===== config.mk =====
export PLATFORM = sky130hd
export DESIGN_NAME = data_memory
export DESIGN_NICKNAME = d
export VERILOG_FILES = /design/src/rtl/data_memory.sv
export SDC_FILE = /design/constraint.sdc
export NUM_CORES = 2
export LEC_CHECK = 0
export CAP_MARGIN = 40
export CORE_MARGIN = 2
export CORE_UTILIZATION = 30
export CTS_BUF_LIST = sky130_fd_sc_hd__clkbuf_2
export DETAILED_ROUTE_END_ITERATION = 10
export PLACE_DENSITY = 0.51
export REMOVE_ABC_BUFFERS = 1
export SLEW_MARGIN = 10
export SYNTH_ARGS = -nofsm -noshare
export SYNTH_HDL_FRONTEND = slang
export SYNTH_SLANG_ARGS = --single-unit

===== constraint.sdc =====
create_clock -name clk -period 91.2 [get_ports clk]
set_input_delay 9.12 -clock clk [delete_from_list [all_inputs] [get_ports clk]]
set_output_delay 9.12 -clock clk [all_outputs]
set_load 0.03 [all_outputs]

===== src/rtl/data_memory.sv =====
// Word-organised data memory: synchronous full-word stores, combinational loads,
// asynchronous active-high reset that clears the whole array.
module data_memory #(
  parameter int unsigned DEPTH = 64,
  parameter int unsigned AW    = $clog2(DEPTH)
) (
  input  logic        clk,
  input  logic        reset,
  input  logic [31:0] MemAddr,
  input  logic [31:0] MemWriteData,
  input  logic        MemWriteEnable,
  input  logic        MemReadEnable,
  output logic [31:0] MemReadData
);

  logic [31:0]   mem_q [DEPTH];
  logic [31:0]   mem_d [DEPTH];
  logic [AW-1:0] word_idx;
  logic          in_range;
  logic          unused_addr_lo;

  // Byte offset within a word is ignored: misaligned accesses round down.
  assign unused_addr_lo = ^MemAddr[1:0];

  always_comb begin
    word_idx = MemAddr[AW+1:2];
    in_range = (MemAddr[31:AW+2] == '0);
  end

  // Next-state image of the array; an X/Z enable fails the if and writes nothing.
  always_comb begin
    mem_d = mem_q;
    if (MemWriteEnable && in_range) begin
      mem_d[word_idx] = MemWriteData;
    end
  end

  always_ff @(posedge clk or posedge reset) begin
    if (reset) begin
      mem_q <= '{default: '0};
    end else begin
      mem_q <= mem_d;
    end
  end

  always_comb begin
    MemReadData = '0;
    if (MemReadEnable && in_range && !reset) begin
      MemReadData = mem_q[word_idx];
    end
  end

endmodule


Figure 1. Clock nets.
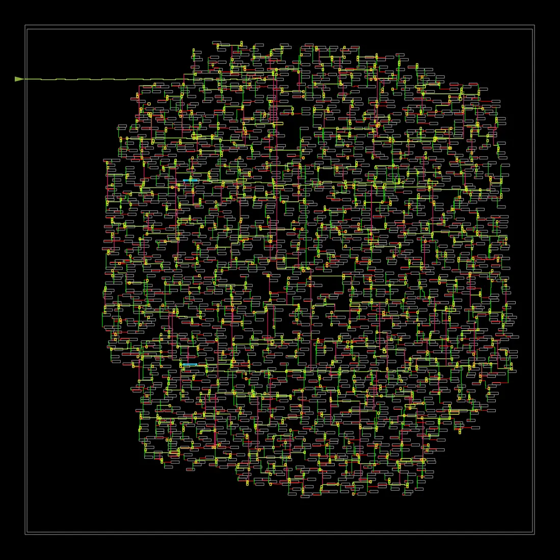
Power Clock: 689 uW
Layout Skew: 0 ps
clock tree sinks: 2,048

Figure 2. Floorplan with the power grid.
Pins as bars on the die edge. Tap cells in grey.
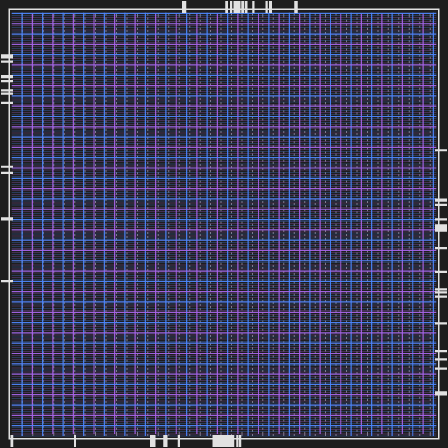
Key: blue = VSS; purple = VDD
100 signal pins sit on the boundary. 4,140 tap cells. The core has 205 rows.
Max IR drop VDD: 0.01059 mV
Die Span Y: 564.9 um
die width: 564.9 um
core footprint: 0.3124 mm2

Figure 3. Cell classes on the final placement.
The bar under the picture is 200 um long.
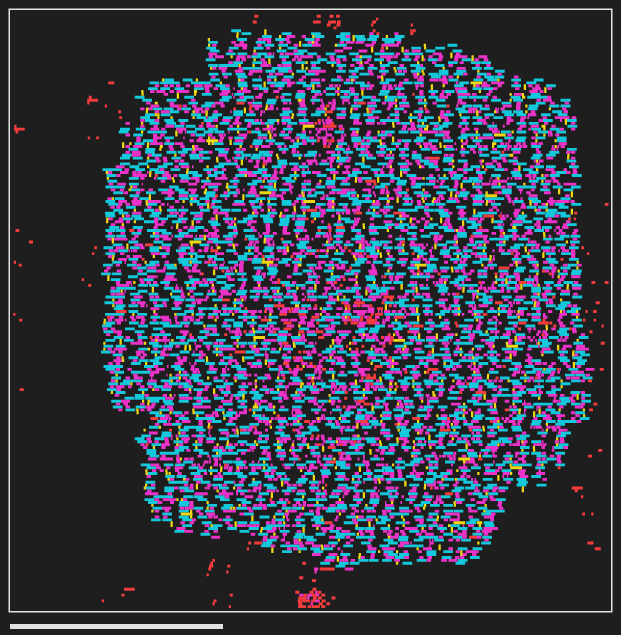
Key: yellow = clock drivers and dummy loads [cells 951, share of their area 5.1%]; red = remaining buffers and delay cells [cells 381, share of their area 3.9%]; cyan = sequential cells [cells 2,048, share of their area 51%]; magenta = combinational and other logic [cells 3,872, share of their area 40%]
Row Count: 205
fin util: 0.3376

Figure 4. Clock network drawn from the DEF.
The bar under the picture is 200 um long.
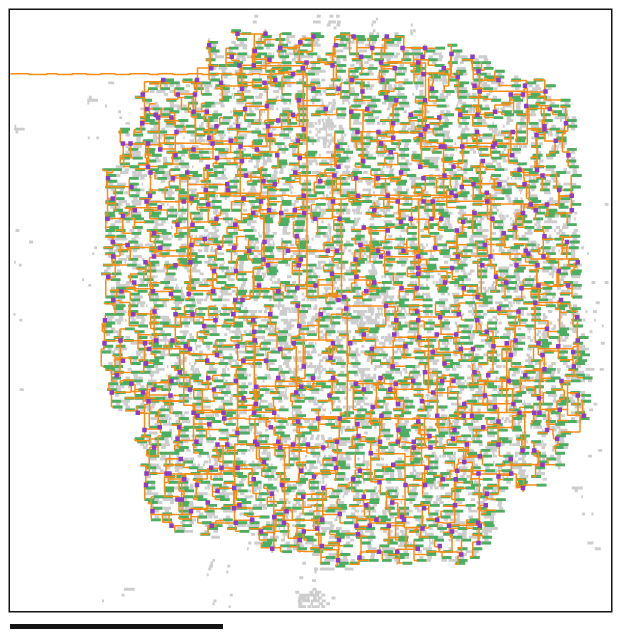
Key: purple = clock drivers [count 562]; green = flip-flops [count 2,048]; orange = clock wires [length 30.9 mm]
There are 563 routed clock nets.
Latency at later pin: 1670 ps
clock group share of total power: 0.402

==> flow_summary.yaml <==
# synthesis and place-and-route metrics
route:
  via_per_inst: 5.420
  finalWirelength_mm: 341.8
  vias: 61880
  drtIter0Drc: 5164
  avgRoutedWirePerCell_um: 29.94
  drc_errors: 0
  dr.pass1.iters: 5
synth:
  ys_sh_adder: 0
  numSynthFlops: 2048
  top_cell_area_share: 0.5431
  simple_gate_area_frac: 0.02634
  syn_inst: 6620
  synth-seq-area-share: 0.5431
  syn_area_mm2: 0.09437
  synthDistinctLibCells: 69
  top_area_cell: "dfrtp_1"
  synthTopCellsByCount: "dfrtp_1, mux2_2, mux2_1, clkbuf_1, buf_2"
  synth-main-ff-cell: "dfrtp_1"
  yosysChipArea_mm2: 0.09437
  aoi_share: 0.05952
  yosys_warnings: 0
final_layout:
  comb_share: 0.3788
  antenna_cells: 25
  fin_area_mm2: 0.1055
  fin_cells: 11420
  lay_top_cells: "dfrtp_1, mux2_2, clkbuf_2"
  logic_area_mm2: 0.03996
  seqCellArea_mm2: 0.05125
  sh_seq_area: 0.4859
  final-clk-cell-share: 0.04848
  clkbuf_count: 830
  inv_count: 7
  largest_reg_flops: 2048
  final_layout_top_logic_cell: "dfrtp_1"
  fin_nets: 6933
  nMultiInputCombCells: 3865
  area_share_nonclk_buffers: 0.03671
min_path:
  hold_class: "reg -> reg"
  whs_path_depth: 1
  min_to: "mem_q[281]"
  min_from: "mem_q[281]"
clocking:
  clockBufferDepth: 4
  postCtsHoldBufs: 0
  cts.htree.levels: 6
  ctsRootBufferMaster: "clkbuf_2"
  cts_tree: "yes"
critical_path:
  startpoint_type: "input pin"
  path_cells: "buf_8 -> buf_4 -> buf_4 -> buf_4 -> buf_4 -> inv_4 -> buf_12 -> mux2i_1 -> a22oi_1 -> o21ai_0 -> or4_1 -> nor4_1 -> clkdlybuf4s15_2 -> clkdlybuf4s50_1"
  worst-path-max-fanout: 54
  rrSetupSlack_ps: 90380
  cpMaxStageDelayCell: "or4_1"
  critPathCaptureType: "output pin"
  cp-startpoint: "MemAddr[3]"
  path_delay_family: "buffers and inverters"
  cp.required_ps: 82080
placed_design:
  hpwlAfterDp_mm: 200.5
  io_buffers: 97
  dp_cells: 10430
  placed_cell_area_mm2: 0.1001
  place.gp.congestion: 0.8079
run_status:
  status: "complete, no violations"
sta:
  relSlewSlack: 0.2894
  finalHoldViolCount: 0
  rsz0062_at_grt: "no"
  fin_crit_ps: 24390
  maxSlewViolCount: 0
  holdWs_ps: 486.4
floorplanning:
  dieArea_mm2: 0.3191
  tap_cells: 4140
  fp_util: 0.3021
  ioPinCount: 100
global_routing:
  grt_pass1_vias: 64740
  grt_start_max_net_pins: 171
  track_usage: 0.2120
power_and_ir_drop:
  leakage_uw: 0.05243
run:
  warnings: 43
[metal layers]
layer  global-route usage  part of all wire  vias up  routed length, um
met4              0.06765             0.030       10              10130
met1               0.2961              0.45    33760             153100
met5                    0           0.00020        -                 68
li1                     -                 -    25310                  -
met3              0.03614             0.063      586              21620
met2               0.3336              0.46     2216             156900
[worst max path at each step]
stage / end / slack [ps] / cells after the start
floorplan: mem_q[0] / 24230 / 1
global placement: MemReadData[24] / 66300 / 13
detailed placement: MemReadData[24] / 66780 / 14
CTS: MemReadData[24] / 66770 / 14
global route: MemReadData[24] / 66580 / 14
finish: MemReadData[24] / 66810 / 14
[power breakdown]
| group | switching, uW | internal [uW] | leakage, uW |
|---|---|---|---|
| logic | 91.4 | 27.2 | 0.0199 |
| registers | 0.0000129 | 907 | 0.0286 |
| clock network | 400 | 288 | 0.00391 |
No activity file was given, so power comes from the tool's default toggle rates.
